File: src/rtl/time_register_controller.sv
// time_register_controller
//   Sequences writes into the alarm clock's current-time and alarm registers
//   over one shared D bus. RUN mode applies minute ticks to the current
//   time; the four SET modes let button pulses edit hours/minutes.
// Ports
//   Clock, Clear           : rising-edge clock, synchronous active-high reset
//   mode_btn, inc_btn      : 1-cycle debounced button pulses
//   minute_tick            : 1-cycle pulse once per minute
//   time_q, alarm_q        : register Q values (BCD hh:mm, 13 bits)
//   D_out                  : shared D bus, valid while an enable is high
//   time_en, alarm_en      : one-cycle register enables, never both high
//   mode                   : current state encoding
//   pending                : a minute tick is waiting to be applied
module time_register_controller #(
    parameter int unsigned TIMEOUT_CYCLES = 0,
    parameter int unsigned TO_W           = 24
) (
    input  logic        Clock,
    input  logic        Clear,
    input  logic        mode_btn,
    input  logic        inc_btn,
    input  logic        minute_tick,
    input  logic [12:0] time_q,
    input  logic [12:0] alarm_q,
    output logic [12:0] D_out,
    output logic        time_en,
    output logic        alarm_en,
    output logic [2:0]  mode,
    output logic        pending
);

    typedef enum logic [2:0] {
        RUN       = 3'd0,
        SET_T_HR  = 3'd1,
        SET_T_MIN = 3'd2,
        SET_A_HR  = 3'd3,
        SET_A_MIN = 3'd4
    } state_e;

    state_e          state_q, state_d, cur;
    logic [12:0]     d_out_q, d_out_d, src;
    logic            time_en_q, time_en_d, alarm_en_q, alarm_en_d;
    logic            pending_q, pending_d;
    logic [TO_W-1:0] to_cnt_q, to_cnt_d;
    logic            in_flight, tick_wr, to_hit;
    logic [7:0]      mn;

    // Minute increment: returns {carry, tens, units}; invalid fields go to 0.
    function automatic logic [7:0] min_inc(input logic [6:0] m);
        logic [2:0] mt;
        logic [3:0] mu;
        logic       c;
        mt = m[6:4];
        mu = m[3:0];
        c  = 1'b0;
        if (mu >= 4'd9) begin
            mu = 4'd0;
            if (mt >= 3'd5) begin
                mt = 3'd0;
                c  = 1'b1;
            end else begin
                mt = mt + 3'd1;
            end
        end else begin
            mu = mu + 4'd1;
            if (mt > 3'd5) mt = 3'd0;
        end
        return {c, mt, mu};
    endfunction

    // Hour increment with 23 -> 00; any out-of-range hour also goes to 00.
    function automatic logic [5:0] hr_inc(input logic [5:0] h);
        logic [1:0] ht;
        logic [3:0] hu;
        ht = h[5:4];
        hu = h[3:0];
        if (ht > 2'd2 || hu > 4'd9 || (ht == 2'd2 && hu >= 4'd3)) return 6'd0;
        else if (hu == 4'd9) return {ht + 2'd1, 4'd0};
        else return {ht, hu + 4'd1};
    endfunction

    // Next-state, write sequencing, tick bookkeeping and timeout counter.
    always_comb begin
        cur        = (state_q > SET_A_MIN) ? RUN : state_q;
        state_d    = cur;
        d_out_d    = 13'd0;
        time_en_d  = 1'b0;
        alarm_en_d = 1'b0;
        pending_d  = 1'b0;
        to_cnt_d   = '0;
        tick_wr    = 1'b0;
        mn         = 8'd0;
        in_flight  = time_en_q | alarm_en_q;
        src        = (cur == SET_A_HR || cur == SET_A_MIN) ? alarm_q : time_q;
        to_hit     = (TIMEOUT_CYCLES != 0) && (cur != RUN)
                     && (to_cnt_q == TO_W'(TIMEOUT_CYCLES - 1));

        if (mode_btn) begin
            case (cur)
                RUN:       state_d = SET_T_HR;
                SET_T_HR:  state_d = SET_T_MIN;
                SET_T_MIN: state_d = SET_A_HR;
                SET_A_HR:  state_d = SET_A_MIN;
                default:   state_d = RUN;
            endcase
        end else if (to_hit && !inc_btn) begin
            state_d = RUN;
        end

        if (state_d == RUN) begin
            // Ticks follow the rules of the state being entered.
            tick_wr = (cur == RUN) && pending_q && !in_flight;
            if (tick_wr) begin
                mn        = min_inc(time_q[6:0]);
                d_out_d   = {mn[7] ? hr_inc(time_q[12:7]) : time_q[12:7], mn[6:0]};
                time_en_d = 1'b1;
            end
            pending_d = (pending_q && !tick_wr) || minute_tick;
        end else if (inc_btn && !mode_btn && !in_flight) begin
            mn = min_inc(src[6:0]);
            if (cur == SET_T_HR || cur == SET_A_HR) d_out_d = {hr_inc(src[12:7]), src[6:0]};
            else                                    d_out_d = {src[12:7], mn[6:0]};
            time_en_d  = (cur == SET_T_HR || cur == SET_T_MIN);
            alarm_en_d = (cur == SET_A_HR || cur == SET_A_MIN);
        end

        // Counts idle cycles in a steady SET state only.
        if ((TIMEOUT_CYCLES != 0) && (state_d != RUN) && (state_d == cur)
            && !mode_btn && !inc_btn) begin
            to_cnt_d = to_cnt_q + TO_W'(1);
        end
    end

    always_ff @(posedge Clock) begin
        if (Clear) begin
            state_q    <= RUN;
            d_out_q    <= 13'd0;
            time_en_q  <= 1'b0;
            alarm_en_q <= 1'b0;
            pending_q  <= 1'b0;
            to_cnt_q   <= '0;
        end else begin
            state_q    <= state_d;
            d_out_q    <= d_out_d;
            time_en_q  <= time_en_d;
            alarm_en_q <= alarm_en_d;
            pending_q  <= pending_d;
            to_cnt_q   <= to_cnt_d;
        end
    end

    assign D_out    = d_out_q;
    assign time_en  = time_en_q;
    assign alarm_en = alarm_en_q;
    assign mode     = state_q;
    assign pending  = pending_q;

endmodule

File: config.mk
export PLATFORM = sky130hd
export DESIGN_NAME = time_register_controller
export DESIGN_NICKNAME = d
export VERILOG_FILES = /design/src/rtl/time_register_controller.sv
export SDC_FILE = /design/constraint.sdc
export NUM_CORES = 1
export LEC_CHECK = 0
export CAP_MARGIN = 20
export CORE_ASPECT_RATIO = 0.75
export CORE_MARGIN = 10
export CORE_UTILIZATION = 35
export DETAILED_ROUTE_END_ITERATION = 7
export SLEW_MARGIN = 25
export SYNTH_ARGS = -nofsm -noshare
export SYNTH_HDL_FRONTEND = slang
export SYNTH_SLANG_ARGS = --single-unit
export TNS_END_PERCENT = 30
File: constraint.sdc
create_clock -name Clock -period 2.1 [get_ports Clock]
set_clock_uncertainty 0.2 [all_clocks]
set_input_delay 0.42 -clock Clock [delete_from_list [all_inputs] [get_ports Clock]]
set_output_delay 0.42 -clock Clock [all_outputs]
set_load 0.1 [all_outputs]
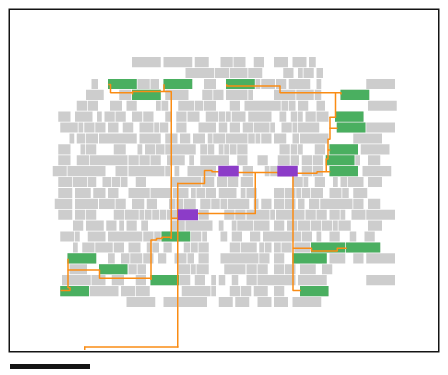
**Above:** clock network drawn from the DEF.
Bar = 20 um.
[green] flip-flops | count: 19
[orange] clock wires | length: 343 um
[purple] clock drivers | count: 3
routed clock nets	4

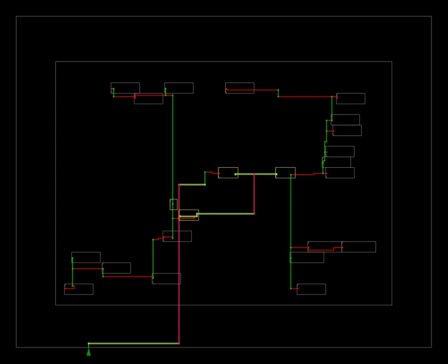
**Above:** clock routing.
clock tree buffer count of the final layout: 3
number of buffers created by CTS: 3

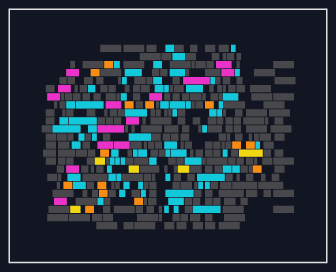
**Above:** selected gate families.
color	family	cells
yellow	mux cells	5
orange	xor and xnor cells	14
magenta	fa/ha/maj cells	14
cyan	aoi and oai cells	70

==> impl_results.html <==
<h3>Run summary</h3>
<table>
<tr><th>Metric</th><th>Value</th></tr>
<tr><th colspan="2">Outcome</th></tr>
<tr><td>Status</td><td>finished, violations left</td></tr>
<tr><td>Violated checks</td><td>setup timing</td></tr>
<tr><th colspan="2">Yosys</th></tr>
<tr><td>Cell type contributing the most total cell area after synthesis</td><td>dfxtp_1</td></tr>
<tr><td>Cell with the most instances after synthesis</td><td>nor2_1</td></tr>
<tr><td>Synth cell count leaders</td><td>nor2_1, dfxtp_1, o21ai_0</td></tr>
<tr><td>Total cells reported by yosys after synthesis</td><td>around 240</td></tr>
<tr><td>Yosys warning count</td><td>0</td></tr>
<tr><td>Seq share, synth</td><td>0.192</td></tr>
<tr><td>Largest cells by area after synthesis</td><td>dfxtp_1, ha_1, xor2_1, o21ai_0, nor2_1</td></tr>
<tr><td>Post-Synthesis Cell Area</td><td>~0.0020 sq mm</td></tr>
<tr><td>Distinct lib cells used</td><td>67</td></tr>
<tr><th colspan="2">CTS</th></tr>
<tr><td>Insertion Delay late pin</td><td>0.26 ns</td></tr>
<tr><th colspan="2">Placed design</th></tr>
<tr><td>Final GP Congestion</td><td>approximately 0.89</td></tr>
<tr><th colspan="2">Final layout</th></tr>
<tr><td>Final instance area</td><td>0.00374 sq mm</td></tr>
<tr><td>Count of plain and timing-repair buffers</td><td>144</td></tr>
<tr><td>Total inserted antenna cells</td><td>0</td></tr>
<tr><td>Most numerous logic cells after layout</td><td>buf_4, clkdlybuf4s50_1, buf_12</td></tr>
<tr><td>Number of nets in the layout</td><td>~420</td></tr>
<tr><td>Sequential portion of the cell area</td><td>0.105</td></tr>
<tr><td>Final standard cell count with taps included and fillers excluded</td><td>~450</td></tr>
<tr><td>Area of combinational cells with multiple inputs</td><td>around 0.0017 sq mm</td></tr>
<tr><th colspan="2">Route</th></tr>
<tr><td>Highest Signal Layer</td><td>met4</td></tr>
<tr><td>Total wirelength of the detailed-routed design</td><td>a little over 7 mm</td></tr>
<tr><td>Wire length on met3</td><td>440 um</td></tr>
<tr><th colspan="2">Global route</th></tr>
<tr><td>Vias in the first global route</td><td>2406</td></tr>
<tr><td>Global-route total usage across every layer</td><td>0.155</td></tr>
<tr><th colspan="2">Floorplanning</th></tr>
<tr><td>Core Rows</td><td>23</td></tr>
<tr><th colspan="2">Timing</th></tr>
<tr><td>Number of setup violations in the final report</td><td>13</td></tr>
<tr><td>Final period utilization</td><td>1.08</td></tr>
<tr><td>Fin worst setup slack</td><td>-0.161 ns</td></tr>
<tr><td>Post-route worst hold slack</td><td>0.369 ns</td></tr>
<tr><td>RSZ-0062 raised after global routing</td><td>true</td></tr>
<tr><th colspan="2">Worst setup path</th></tr>
<tr><td>Family of cells with the greatest summed delay on the critical path</td><td>AND-OR/OR-AND gates</td></tr>
<tr><td>Largest fanout of any net on the critical path</td><td>6</td></tr>
<tr><td>Arrival time at the worst endpoint</td><td>around 2.2 ns</td></tr>
<tr><td>Element type at the critical path start</td><td>register</td></tr>
<tr><td>Setup crit end</td><td>D_out[4]</td></tr>
<tr><td>Cell-by-cell trace of the critical path</td><td>buf_6, nor2_4, nand2_4, buf_4, o221ai_2, ha_4, o21ai_2, nand3_2, buf_4, nand2b_1, a22o_1</td></tr>
<tr><td>Beginning of the worst register-to-register path</td><td>mode[0]</td></tr>
<tr><td>Terminus of the critical flop-to-flop path</td><td>D_out[4]</td></tr>
<tr><td>Buffering stage count on the worst path with inverters included</td><td>3</td></tr>
<tr><th colspan="2">Power</th></tr>
<tr><td>PD cells</td><td>397 mW/mm^2</td></tr>
<tr><th colspan="2">Worst hold path</th></tr>
<tr><td>Worst min path class</td><td>register to register</td></tr>
</table>
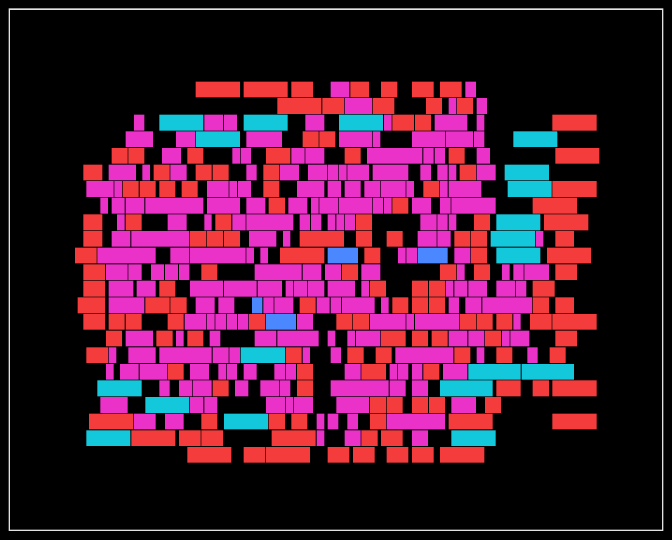
**Above:** cells colored by class.
color	class	cells
blue	clock drivers and dummy loads	4
cyan	sequential cells	19
red	remaining buffers and delay cells	144
magenta	combinational and other logic	211

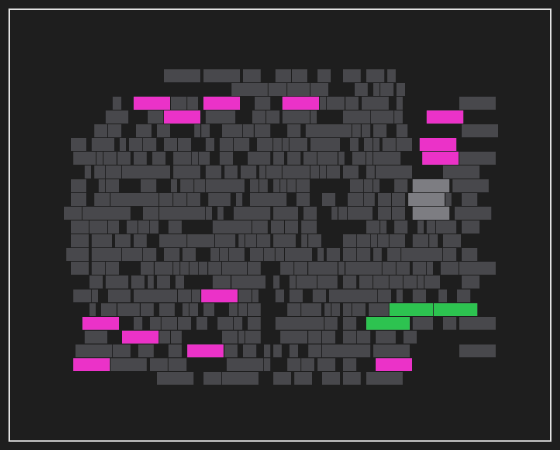
**Above:** where the registers sit.
color	netlist name	placed flops
green	`mode`	3
magenta	`D_out`	13
not colored	3

[power breakdown]
part           internal [mW]  switching (mW)  total (mW)
registers              0.374          0.0179       0.392
logic                  0.401           0.422       0.823
clock network          0.133           0.140       0.273
[logic make-up (layout without fill, tap and decap cells)]
logic type / after synthesis / count (layout) / share of synthesized area
buffers and inverters: 26 / 163 / 0.0715
adders and majority gates: 14 / 14 / 0.0886
and+or+nand+nor: 85 / 85 / 0.247
AOI/OAI and AO/OA: 78 / 78 / 0.313
xor gates and xnor gates: 14 / 14 / 0.0620
DFF: 19 / 19 / 0.192
muxes: 5 / 5 / 0.0259
[sequential cells by signal, indices dropped and copies added (netlist names)]
signal	flops
time_en	1
D_out	13
alarm_en	1
pending	1
mode	3
No activity file was given, so power comes from the tool's default toggle rates.
